**config.mk**
```make
export PLATFORM = sky130hd
export DESIGN_NAME = tx_filt_ctrl
export DESIGN_NICKNAME = d
export VERILOG_FILES = /design/src/rtl/tx_filt_ctrl.sv
export SDC_FILE = /design/constraint.sdc
export NUM_CORES = 1
export LEC_CHECK = 0
export ABC_AREA = 0
export CORE_ASPECT_RATIO = 1.75
export CORE_UTILIZATION = 54
export DETAILED_ROUTE_END_ITERATION = 8
export HOLD_SLACK_MARGIN = 0.05
export PLACE_DENSITY = 0.84
export SLEW_MARGIN = 10
export SYNTH_ARGS = -nofsm -noshare
export SYNTH_HDL_FRONTEND = slang
export SYNTH_SLANG_ARGS = --single-unit
```
**constraint.sdc**
```tcl
create_clock -name clk -period 2.6 [get_ports clk]
set_input_delay 0.26 -clock clk [delete_from_list [all_inputs] [get_ports clk]]
set_output_delay 0.26 -clock clk [all_outputs]
set_load 0.005 [all_outputs]
```
**src/rtl/tx_filt_ctrl.sv**
```systemverilog
// Symbol upsampler feeding the TX pulse-shaping filter, with a double-buffered coefficient bank.
// x_out is registered one edge after acceptance; sym_ready drops while the one-entry buffer holds a symbol.
module tx_filt_ctrl #(
    parameter int OSR       = 4,
    parameter int NUM_COEF  = 11,
    parameter int FLUSH_LEN = 21
) (
    input  logic                   clk,
    input  logic                   reset,
    input  logic [17:0]            sym_in,
    input  logic                   sym_valid,
    output logic                   sym_ready,
    input  logic                   coef_wr,
    input  logic [3:0]             coef_addr,
    input  logic [17:0]            coef_data,
    input  logic                   coef_commit,
    output logic                   coef_busy,
    output logic                   coef_err,
    output logic [18*NUM_COEF-1:0] coef_active,
    output logic [17:0]            x_out,
    output logic                   active,
    output logic                   underflow
);

    localparam int PW = (OSR > 1) ? $clog2(OSR) : 1;
    localparam int FW = (FLUSH_LEN > 1) ? $clog2(FLUSH_LEN) : 1;
    localparam logic [PW-1:0] PH_LAST = PW'(OSR - 1);
    localparam logic [FW-1:0] FL_LAST = FW'(FLUSH_LEN - 1);

    localparam logic [1:0] S_IDLE  = 2'd0;
    localparam logic [1:0] S_RUN   = 2'd1;
    localparam logic [1:0] S_FLUSH = 2'd2;

    function automatic logic [17:0] coef_default(input int k);
        case (k)
            0:       return 18'(299);
            1:       return 18'(613);
            2:       return 18'(414);
            3:       return 18'(-786);
            4:       return 18'(-2608);
            5:       return 18'(-3424);
            6:       return 18'(-1082);
            7:       return 18'(5451);
            8:       return 18'(14715);
            9:       return 18'(22988);
            10:      return 18'(26311);
            default: return 18'd0;
        endcase
    endfunction

    logic [1:0]    state;
    logic [PW-1:0] ph;
    logic [FW-1:0] fcnt;
    logic [17:0]   sym_buf;
    logic          buf_full;
    logic          ph_last;
    logic [PW-1:0] ph_inc;
    logic          xfer;

    assign ph_last   = (ph == PH_LAST);
    assign ph_inc    = ph_last ? '0 : ph + 1'b1;
    assign sym_ready = !buf_full || (ph_last && (state == S_RUN));
    assign xfer      = sym_valid && sym_ready;
    assign active    = (state != S_IDLE);

    always_ff @(posedge clk or negedge reset) begin
        if (!reset) begin
            state     <= S_IDLE;
            ph        <= '0;
            fcnt      <= '0;
            sym_buf   <= '0;
            buf_full  <= 1'b0;
            x_out     <= '0;
            underflow <= 1'b0;
        end else begin
            underflow <= 1'b0;
            x_out     <= '0;
            case (state)
                S_IDLE: begin
                    // First symbol bypasses the buffer; ph stays 0 so the next
                    // symbol lands exactly OSR samples later.
                    ph <= '0;
                    if (xfer) begin
                        x_out <= sym_in;
                        state <= S_RUN;
                    end
                end
                S_RUN: begin
                    ph <= ph_inc;
                    if (ph_last) begin
                        if (buf_full) begin
                            x_out    <= sym_buf;
                            buf_full <= xfer;
                        end else begin
                            underflow <= 1'b1;
                            state     <= S_FLUSH;
                            fcnt      <= '0;
                            buf_full  <= xfer;
                        end
                        if (xfer) sym_buf <= sym_in;
                    end else if (xfer) begin
                        sym_buf  <= sym_in;
                        buf_full <= 1'b1;
                    end
                end
                S_FLUSH: begin
                    ph <= ph_inc;
                    if (xfer) begin
                        sym_buf  <= sym_in;
                        buf_full <= 1'b1;
                    end
                    // A pending symbol holds off the return to IDLE until its slot.
                    if (ph_last && buf_full) begin
                        x_out    <= sym_buf;
                        buf_full <= 1'b0;
                        state    <= S_RUN;
                        fcnt     <= '0;
                    end else if (fcnt == FL_LAST) begin
                        if (!buf_full && !xfer) begin
                            state <= S_IDLE;
                            ph    <= '0;
                        end
                    end else begin
                        fcnt <= fcnt + 1'b1;
                    end
                end
                default: begin
                    state <= S_IDLE;
                    ph    <= '0;
                end
            endcase
        end
    end

    logic [17:0] shadow   [NUM_COEF];
    logic [17:0] act_bank [NUM_COEF];
    logic        wr_ok;
    logic        swap;

    assign wr_ok = coef_wr && !coef_busy && ({1'b0, coef_addr} < 5'(NUM_COEF));
    assign swap  = coef_busy && ((state == S_IDLE) || ph_last);

    always_ff @(posedge clk or negedge reset) begin
        if (!reset) begin
            for (int k = 0; k < NUM_COEF; k++) begin
                shadow[k]   <= coef_default(k);
                act_bank[k] <= coef_default(k);
            end
            coef_busy <= 1'b0;
            coef_err  <= 1'b0;
        end else begin
            coef_err <= coef_wr && !wr_ok;
            if (wr_ok) shadow[coef_addr] <= coef_data;
            if (swap) begin
                for (int k = 0; k < NUM_COEF; k++) act_bank[k] <= shadow[k];
                coef_busy <= 1'b0;
            end else if (coef_commit) begin
                coef_busy <= 1'b1;
            end
        end
    end

    for (genvar g = 0; g < NUM_COEF; g++) begin : g_flat
        assign coef_active[18*g +: 18] = act_bank[g];
    end

endmodule
```
### Routed clock nets over the placement, run 1

Scale bar: 50 um.
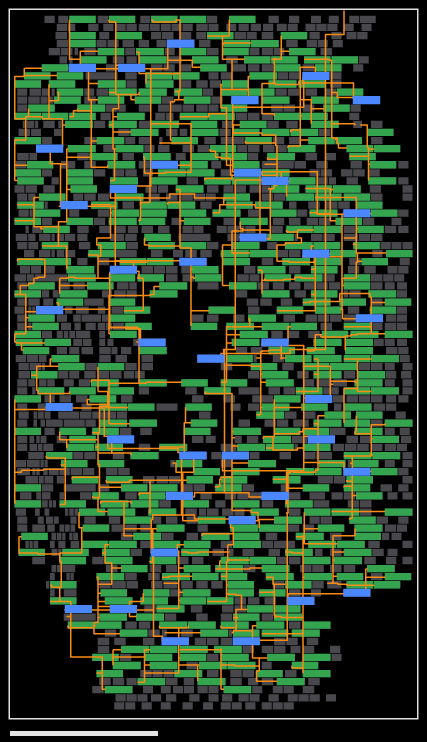
- orange: clock wires (length 4,790 um)
- blue: clock drivers (count 39)
- green: flip-flops (count 445)
- routed clock nets: 40
- flops lie: all over the die

### Sequential cells grouped by signal name, run 1

Scale bar: 50 um. Other sequential cells in the stronger grey, the rest of the logic in the fainter grey.
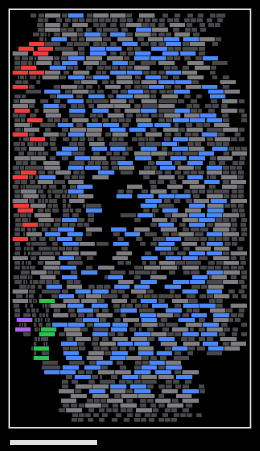
- purple: `ph` (flops 2)
- blue: `shadow` (flops 198)
- red: `sym_buf` (flops 18)
- green: `fcnt` (flops 5; where south-west)
- not coloured: 222

==> results.yml, run 1 <==
# implementation run metrics
run_status:
  status: "complete, no violations"
sta:
  rsz_0062_raised_after_global_routing: "no"
  hold_viol_final: 0
  finalSetupViolations: 0
  timing.setup.tns_ns: 0
yosys:
  synth.cellmix.simpleShare_pct: 2.23
  synth.avg_cell_area_um2: 16.4
  dominantRegCellSynth: "sky130_fd_sc_hd__dfrtp_1"
  top_area_cell: "sky130_fd_sc_hd__dfrtp_1"
  yosys-stat-area_mm2: 0.0173
  synth_xor_xnor_area_share_pct: 0
clock_tree:
  cts_tree: "built"
  cts_hold_repair.buffers: 1
  ctsHtreeMaxLevel: 2
  worst_skew_pair_later_pin_latency_ns: 0.54
  cts.reportedPaths.clkPinSlew_ns: 0.07
  clock-sinks: 445
  cts_post_setup_buffers_inserted: 0
floorplanning:
  top_level_ports: 266
  core_region_area_mm2: 0.0314
detailed_routing:
  detailedRoute.firstPassIterationCount: 4
  routed.top_layer: "met4"
  final_antenna_net_count: 0
  num_vias: 9633
setup_path:
  critical-path-top-cell-by-count: "sky130_fd_sc_hd__inv_1"
  max_incr_delay_on_cp_ns: 0.50
  worst-endpoint-required_ns: 2.34
  startpoint: "state[1]"
  r2r-start: "state[0]"
  reg2reg_setup_slack_ns: 0.38
  type_of_element_capturing_the_critical_path: "output port"
  worstPathBufferInverterCount: 3
  regToRegEndpoint: "state[0]"
  crit_path_max_fanout: 9
  path_depth: 6
finish:
  combinational_gate_area_mm2: 0.00554
  register_area_mm2: 0.0114
  final_layout_top_logic_cells: "386 x sky130_fd_sc_hd__mux2_2, 264 x sky130_fd_sc_hd__clkdlybuf4s50_1, 251 x sky130_fd_sc_hd__dfrtp_1"
pwr:
  power_density_mw_per_mm2: 1220
  p_comb_share_pct: 31.2
  power.group.top: "sequential cells"
job:
  stage_log_warnings: 31
placement:
  finalWeightedCongestion: 0.776
global_route:
  grt_usage_pct: 24.6
  grt.met2_usage_pct: 43.7
hold_path:
  holdCritPathClass: "input pin to async pin"
### Selected gate families, run 1

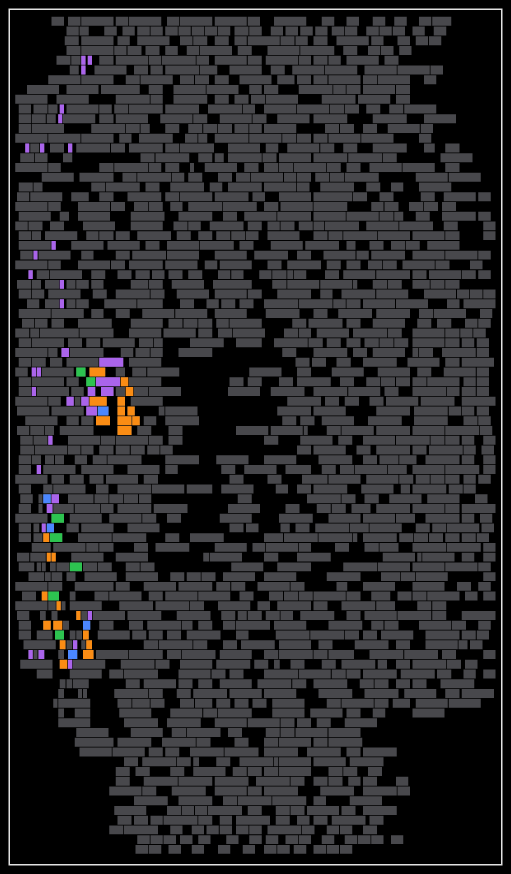
- green: non-inverting ao/oa cells (cells 7; most used o21a_1)
- orange: nand cells (cells 24; most used nand2_2)
- purple: nor cells (cells 34; most used nor2_1; where a column on the left)
- blue: and/or cells (cells 5; most used and2_1; where west)

run 1: cell type report:
type	instances	share of cell area [%]
clock buffer	53	5.14
clock inverter	19	1.21
inverter	10	0.172
multi-input combinational	534	25.5
sequential	445	52.3
tap	396	2.28
timing repair buffer	288	13.5
run 1: through the flow:
stage,power (mW),cells,util [%],setup WS [ns],area (um2)
finish,26.6,1745,69.3,0.154,21800
floorplan,16.3,1051,-,0.628,17300
global route,27.9,1745,69.3,0.0623,21800
detailed placement,20.5,1672,64.8,0.438,20400
CTS,26.8,1745,69.3,0.0698,21800
global placement,20.1,1672,64.8,0.444,20400
run 1: flip-flops by register name, summed over array words and instances (netlist names):
signal and count:
x_out 18, underflow 1, shadow 198, coef_err 1, coef_busy 1, ph 2, buf_full 1, sym_buf 18
coef_active 198, state 2, fcnt 5
==> inputs of run 2 (changes only) <==
SKIP_LAST_GASP = 1   (was unset)
clock period = 2.68 ns   (was 2.6 ns; I/O delays follow)
### Selected gate families, run 2

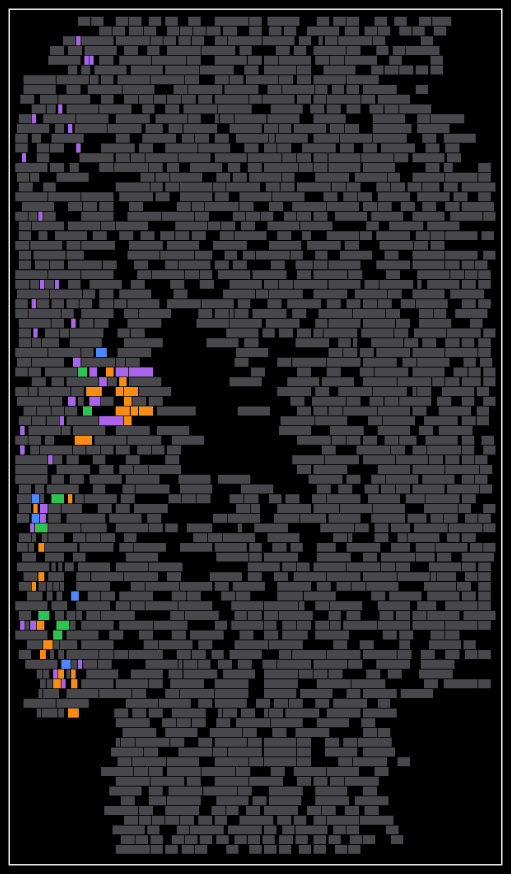
number of standard cells in the layout, taps in and fillers out: 1,741
most common cell after layout, fill and taps aside: sky130_fd_sc_hd__mux2_2
logic share of the area: 25.6%

==> results.yml, run 2 <==
# implementation run metrics
placement:
  placement.cell_area_mm2: 0.0204
  dp_slack_ns: 0.501
job:
  stage_log_warnings: 31
setup_path:
  regToRegEndpoint: "state[0]"
  max_incr_delay_on_cp_ns: 0.50
floorplanning:
  core_region_area_mm2: 0.0314
yosys:
  synth.avg_cell_area_um2: 16.4
  dominantRegCellSynth: "sky130_fd_sc_hd__dfrtp_1"
clock_tree:
  ctsHtreeMaxLevel: 2
  clock-sinks: 445
  cts_post_setup_buffers_inserted: 0
  worst_skew_pair_later_pin_latency_ns: 0.54
sta:
  worst_slack_ns: 0.200
detailed_routing:
  num_vias: 9623
run_status:
  status: "complete, no violations"
pwr:
  power.group.top: "sequential cells"
  power_density_mw_per_mm2: 1180
  p_comb_share_pct: 31.4
  fin_total_pwr_mw: 25.5
global_route:
  grt_usage_pct: 24.4
run 2: how the worst min path moves through the flow:
stage	start	endpoint	cells after the start
after global routing	reset	coef_active[139]	2
final	reset	shadow[65]	2
after global placement	reset	coef_active[137]	1
after detailed placement	reset	coef_active[137]	1
after CTS	reset	shadow[65]	2
after floorplan	reset	buf_full	0
run 2: area by class of cell:
type | count | area, um2 | share of cell area, %
Sequential cell | 445 | 11400 | 52.5
Tap cell | 396 | 495 | 2.29
Timing Repair Buffer | 286 | 2920 | 13.5
Inverter | 10 | 37.5 | 0.173
Clock buffer | 61 | 1160 | 5.34
Clock inverter | 9 | 153 | 0.704
Multi-Input combinational cell | 534 | 5540 | 25.6
Power figures rest on the tool's default switching activity, not on a simulated workload.
